## config.mk

```make
export PLATFORM = sky130hd
export DESIGN_NAME = lag_measure_flat
export DESIGN_NICKNAME = d
export VERILOG_FILES = /design/src/rtl/lag_pkg.sv /design/src/rtl/lag_measure_if.sv /design/src/rtl/lag_measure_sensor_filter.sv /design/src/rtl/lag_measure.sv /design/src/flat_wrapper.sv
export SDC_FILE = /design/constraint.sdc
export NUM_CORES = 1
export LEC_CHECK = 0
export CAP_MARGIN = 20
export CORE_AREA = 5 5 83 85
export CTS_CLUSTER_SIZE = 12
export DETAILED_ROUTE_END_ITERATION = 12
export DIE_AREA = 0 0 88 90
export GPL_ROUTABILITY_DRIVEN = 0
export PLACE_DENSITY = 0.78
export SLEW_MARGIN = 15
export SYNTH_ARGS = -nofsm -noshare
export SYNTH_HDL_FRONTEND = slang
export SYNTH_SLANG_ARGS = --single-unit
```

## constraint.sdc

```tcl
create_clock -name clock -period 2.4 [get_ports clock]
set_clock_uncertainty 0.15 [all_clocks]
set_input_delay 0.6 -clock clock [delete_from_list [all_inputs] [get_ports clock]]
set_output_delay 0.6 -clock clock [all_outputs]
set_load 0.03 [all_outputs]
```

## src/rtl/lag_pkg.sv

```systemverilog
// Shared types and constants for the lag_measure input-lag engine.
package lag_pkg;

    typedef enum logic [2:0] {
        IDLE     = 3'd0,
        ARMED    = 3'd1,
        MEASURE  = 3'd2,
        DONE     = 3'd3,
        COOLDOWN = 3'd4
    } lag_state_t;

    localparam int SYNC_STAGES = 2;
    localparam int AVG_SAMPLES = 16;
    localparam int AVG_SHIFT   = 4;
    localparam int ACC_W       = 24;
    localparam int AVG_CNT_W   = 4;

endpackage

```

## src/rtl/lag_measure_if.sv

```systemverilog
// Bundle of control/result signals between the tester core and lag_measure.
interface lag_measure_if
    import lag_pkg::*;
#(
    parameter int RESULT_W = 20
);
    // No back-pressure anywhere: lag_valid and avg_valid are single-cycle strobes
    // qualifying lag_us/timeout and avg_us, which hold their value between strobes.
    logic                enable;
    logic                frame_start;
    logic                sensor;
    logic                flash_request;
    logic                busy;
    logic [RESULT_W-1:0] lag_us;
    logic                lag_valid;
    logic                timeout;
    logic [RESULT_W-1:0] avg_us;
    logic                avg_valid;
    lag_state_t          state_dbg;

    modport master (
        output enable, frame_start, sensor,
        input  flash_request, busy, lag_us, lag_valid, timeout, avg_us, avg_valid, state_dbg
    );

    modport slave (
        input  enable, frame_start, sensor,
        output flash_request, busy, lag_us, lag_valid, timeout, avg_us, avg_valid, state_dbg
    );
endinterface

```

## src/rtl/lag_measure_sensor_filter.sv

```systemverilog
// Photo-sensor synchroniser and debounce; level toggles after DEBOUNCE_CYCLES differing samples.
module sensor_filter
    import lag_pkg::*;
#(
    parameter int DEBOUNCE_CYCLES = 16
) (
    input  logic clock,
    input  logic reset,
    input  logic raw_i,
    output logic level_o,
    output logic rise_o
);
    localparam int CW = $clog2(DEBOUNCE_CYCLES + 1);

    logic [SYNC_STAGES-1:0] sync_q;
    logic [CW-1:0]          cnt_q, cnt_d;
    logic                   level_q, level_d;
    logic                   rise_q, rise_d;
    logic                   synced;

    assign synced = sync_q[SYNC_STAGES-1];

    always_comb begin
        level_d = level_q;
        cnt_d   = '0;
        rise_d  = 1'b0;
        if (synced != level_q) begin
            if (cnt_q == CW'(DEBOUNCE_CYCLES - 1)) begin
                level_d = ~level_q;
                rise_d  = ~level_q;
            end else begin
                cnt_d = cnt_q + CW'(1);
            end
        end
    end

    always_ff @(posedge clock or negedge reset) begin
        if (!reset) begin
            sync_q  <= '0;
            cnt_q   <= '0;
            level_q <= 1'b0;
            rise_q  <= 1'b0;
        end else begin
            sync_q  <= {sync_q[SYNC_STAGES-2:0], raw_i};
            cnt_q   <= cnt_d;
            level_q <= level_d;
            rise_q  <= rise_d;
        end
    end

    assign level_o = level_q;
    assign rise_o  = rise_q;
endmodule

```

## src/rtl/lag_measure.sv

```systemverilog
// Input-lag measurement: flash request, microsecond timebase, result/timeout, optional average.
// Optional feature: define LAG_AVERAGE_EN to build the 16-sample averager.
module lag_measure
    import lag_pkg::*;
#(
    parameter int CLK_PER_US      = 27,
    parameter int DEBOUNCE_CYCLES = 16,
    parameter int TIMEOUT_US      = 500000,
    parameter int RESULT_W        = 20
) (
    input  logic         clock,
    input  logic         reset,
    lag_measure_if.slave bus
);
    localparam int            PW         = (CLK_PER_US > 1) ? $clog2(CLK_PER_US) : 1;
    localparam logic [PW-1:0] PRESC_LAST = PW'(CLK_PER_US - 1);

    lag_state_t          state_q, state_d;
    logic [PW-1:0]       presc_q, presc_d;
    logic [RESULT_W-1:0] us_q, us_d;
    logic [RESULT_W-1:0] lag_q, lag_d;
    logic                to_q, to_d;
    logic                valid_q, valid_d;
    logic                flash_q, flash_d;
    logic                level, rise;

    sensor_filter #(.DEBOUNCE_CYCLES(DEBOUNCE_CYCLES)) u_filter (
        .clock   (clock),
        .reset   (reset),
        .raw_i   (bus.sensor),
        .level_o (level),
        .rise_o  (rise)
    );

    always_comb begin
        state_d = state_q;
        presc_d = presc_q;
        us_d    = us_q;
        lag_d   = lag_q;
        to_d    = to_q;
        valid_d = 1'b0;
        // Free-running timebase; only meaningful after the frame_start reload below.
        if (presc_q == PRESC_LAST) begin
            presc_d = '0;
            if (us_q != RESULT_W'(TIMEOUT_US)) us_d = us_q + RESULT_W'(1);
        end else begin
            presc_d = presc_q + PW'(1);
        end
        case (state_q)
            IDLE: if (bus.enable && !level) state_d = ARMED;
            ARMED: begin
                if (!bus.enable) begin
                    state_d = IDLE;
                end else if (bus.frame_start) begin
                    // frame_start cycle is cycle 0, so the next cycle already holds count 1.
                    state_d = MEASURE;
                    presc_d = (CLK_PER_US > 1) ? PW'(1) : '0;
                    us_d    = (CLK_PER_US > 1) ? '0 : RESULT_W'(1);
                end
            end
            MEASURE: begin
                if (!bus.enable) begin
                    state_d = IDLE;
                end else if (rise) begin
                    state_d = DONE;
                    lag_d   = us_q;
                    to_d    = 1'b0;
                    valid_d = 1'b1;
                end else if (us_q == RESULT_W'(TIMEOUT_US)) begin
                    state_d = DONE;
                    lag_d   = '1;
                    to_d    = 1'b1;
                    valid_d = 1'b1;
                end
            end
            DONE: state_d = COOLDOWN;
            COOLDOWN: begin
                if (!bus.enable || (!level && bus.frame_start)) state_d = IDLE;
            end
            default: state_d = IDLE;
        endcase
        flash_d = (state_d == ARMED) || (state_d == MEASURE);
    end

    always_ff @(posedge clock or negedge reset) begin
        if (!reset) begin
            state_q <= IDLE;
            presc_q <= '0;
            us_q    <= '0;
            lag_q   <= '0;
            to_q    <= 1'b0;
            valid_q <= 1'b0;
            flash_q <= 1'b0;
        end else begin
            state_q <= state_d;
            presc_q <= presc_d;
            us_q    <= us_d;
            lag_q   <= lag_d;
            to_q    <= to_d;
            valid_q <= valid_d;
            flash_q <= flash_d;
        end
    end

`ifdef LAG_AVERAGE_EN
    logic [ACC_W-1:0]     acc_q, sum;
    logic [AVG_CNT_W-1:0] cnt_q;
    logic [RESULT_W-1:0]  avg_q;
    logic                 avg_valid_q;

    assign sum = acc_q + ACC_W'(lag_d);

    always_ff @(posedge clock or negedge reset) begin
        if (!reset) begin
            acc_q       <= '0;
            cnt_q       <= '0;
            avg_q       <= '0;
            avg_valid_q <= 1'b0;
        end else begin
            avg_valid_q <= 1'b0;
            if (valid_d && !to_d) begin
                if (cnt_q == AVG_CNT_W'(AVG_SAMPLES - 1)) begin
                    avg_q       <= RESULT_W'(sum >> AVG_SHIFT);
                    avg_valid_q <= 1'b1;
                    acc_q       <= '0;
                    cnt_q       <= '0;
                end else begin
                    acc_q <= sum;
                    cnt_q <= cnt_q + AVG_CNT_W'(1);
                end
            end
        end
    end

    assign bus.avg_us    = avg_q;
    assign bus.avg_valid = avg_valid_q;
`else
    assign bus.avg_us    = '0;
    assign bus.avg_valid = 1'b0;
`endif

    assign bus.flash_request = flash_q;
    assign bus.busy          = (state_q != IDLE);
    assign bus.lag_us        = lag_q;
    assign bus.lag_valid     = valid_q;
    assign bus.timeout       = to_q;
    assign bus.state_dbg     = state_q;
endmodule
```

## src/flat_wrapper.sv

```systemverilog
// flat-port wrapper written by rule: the top's interface ports become plain ports
module lag_measure_flat import lag_pkg::*;
#(
    parameter int CLK_PER_US      = 27,
    parameter int DEBOUNCE_CYCLES = 16,
    parameter int TIMEOUT_US      = 500000,
    parameter int RESULT_W        = 20
)
  (clock, reset, bus_enable, bus_frame_start, bus_sensor, bus_flash_request, bus_busy, bus_lag_us, bus_lag_valid, bus_timeout, bus_avg_us, bus_avg_valid, bus_state_dbg);
  lag_measure_if #(.RESULT_W(RESULT_W)) bus_i ();
  input  logic clock;
  input  logic reset;
  input wire logic [$bits(bus_i.enable)-1:0] bus_enable;
  input wire logic [$bits(bus_i.frame_start)-1:0] bus_frame_start;
  input wire logic [$bits(bus_i.sensor)-1:0] bus_sensor;
  output wire logic [$bits(bus_i.flash_request)-1:0] bus_flash_request;
  output wire logic [$bits(bus_i.busy)-1:0] bus_busy;
  output wire logic [$bits(bus_i.lag_us)-1:0] bus_lag_us;
  output wire logic [$bits(bus_i.lag_valid)-1:0] bus_lag_valid;
  output wire logic [$bits(bus_i.timeout)-1:0] bus_timeout;
  output wire logic [$bits(bus_i.avg_us)-1:0] bus_avg_us;
  output wire logic [$bits(bus_i.avg_valid)-1:0] bus_avg_valid;
  output wire logic [$bits(bus_i.state_dbg)-1:0] bus_state_dbg;
  assign bus_i.enable = bus_enable;
  assign bus_i.frame_start = bus_frame_start;
  assign bus_i.sensor = bus_sensor;
  assign bus_flash_request = bus_i.flash_request;
  assign bus_busy = bus_i.busy;
  assign bus_lag_us = bus_i.lag_us;
  assign bus_lag_valid = bus_i.lag_valid;
  assign bus_timeout = bus_i.timeout;
  assign bus_avg_us = bus_i.avg_us;
  assign bus_avg_valid = bus_i.avg_valid;
  assign bus_state_dbg = bus_i.state_dbg;
  lag_measure #(.CLK_PER_US(CLK_PER_US), .DEBOUNCE_CYCLES(DEBOUNCE_CYCLES), .TIMEOUT_US(TIMEOUT_US), .RESULT_W(RESULT_W)) u_core (.clock(clock), .reset(reset), .bus(bus_i));
endmodule
```

Signal wires on met3:
The bar under the picture is 20 um long.
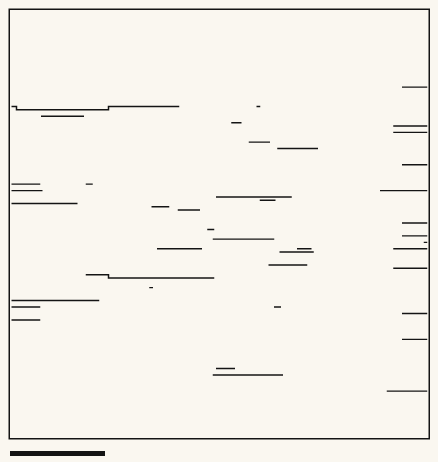
The wires run mostly horizontal. The longest straight run is 22.1 um. The layer holds 4.9% of the routed length.

Register map, names as in the netlist:
The bar under the picture is 20 um long. Other sequential cells in the stronger grey, the rest of the logic in the fainter grey.
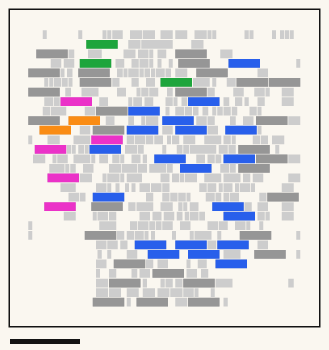
Key: `u_core.presc_q` = magenta [flops 5, where left middle]; `u_core.bus.state_dbg` = green [flops 3]; `u_core.us_q` = blue [flops 20]; `u_core.u_filter.sync_q` = orange [flops 2]
Another 30 sequential cells are not coloured.

==> reports/metrics.csv <==
stage,metric,value,unit
finish,drive_gt1_share,17.6,%
critical_path,path_class,flop to output port,
global_route,grt_max_degree,25,
power_and_ir_drop,seqPwrFrac,49.2,%
synth,yosysUniqueCellTypes,50,
power_and_ir_drop,swShare,28.8,%
drt,drtIter0Drc,114,
critical_path,r2r-start,u_core.us_q[10]$_DFF_PN0_,
global_route,track_usage,17.4,%
outcome,outcome,completed,
die,rows,29,
drt,viasPerCell,5.24,
drt,met1_length,2.72,mm
synth,syn_area_per_cell,10.1,sq um
synth,yosysWarnings,0,
clock_network,cts_hold_buffers,0,
critical_path,rrSetupSlack,0.27,ns
timing,worst_slack,0.105,ns
placement,port_buffers,31,
critical_path,rr_endpoint,u_core.bus.lag_us[19]$_DFFE_PN0P_,
timing,relSlewSlack,63.7,%
synth,common_cells,"dfrtp_1, inv_1, buf_4",
synth,yosys.area_share.simple,16.3,%
drt,drt_first_pass_iters,4,
placement,dp_hpwl,4.45,mm
synth,most_common_cell,dfrtp_1,
synth,edf_count,0,
power_and_ir_drop,ir_worst_vdd,0.000532,V
critical_path,rr_worst_depth,5,
timing,post-route-min-period,2.29,ns
power_and_ir_drop,powerDensity,646,nW/um^2
timing,setup_tns,0,ns
die,taps,77,
finish,syn_to_final_growth,18.3,%
drt,dr_total_vias,2274,
critical_path,cp.required,1.65,ns
critical_path,crit_path_end,bus_state_dbg[0],
synth,ys_ff,60,
power_and_ir_drop,clock_power,841,uW
clock_network,cts_htree_levels,3,
critical_path,cp-end-kind,output port,
synth,muxShareOfSynthArea,1.98,%
synth,ff_type,dfrtp_1,
timing,worstMarginPinSlew,0.545,ns
global_route,overflow,0,
drt,wire_per_inst,14.3,um
die,die_area,7920,sq um
global_route,grt_use_met1,21.7,%
synth,compound_area_share,15.8,%
drt,detail-route-antenna-nets,0,
Cell density map:
9 x 9 tiles, from white (low) to dark blue (high), 0 to 100% covered.
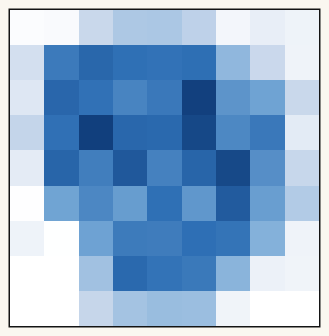
16% of the tiles are over 75% full. The fullest tile reaches 94%. The mean over all tiles is 45%. The densest ninth of the die: middle. 11% of the tiles are nearly empty.

Placement by cell class:
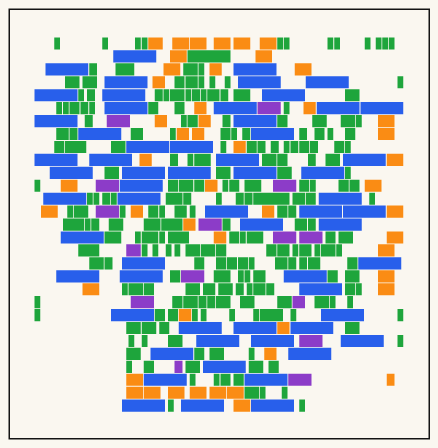
Key: other buffers and delay cells = orange [cells 49, share of their area 12%]; clock drivers and dummy loads = purple [cells 15, share of their area 5.2%]; flops = blue [cells 60, share of their area 42%]; combinational and other logic = green [cells 233, share of their area 40%]

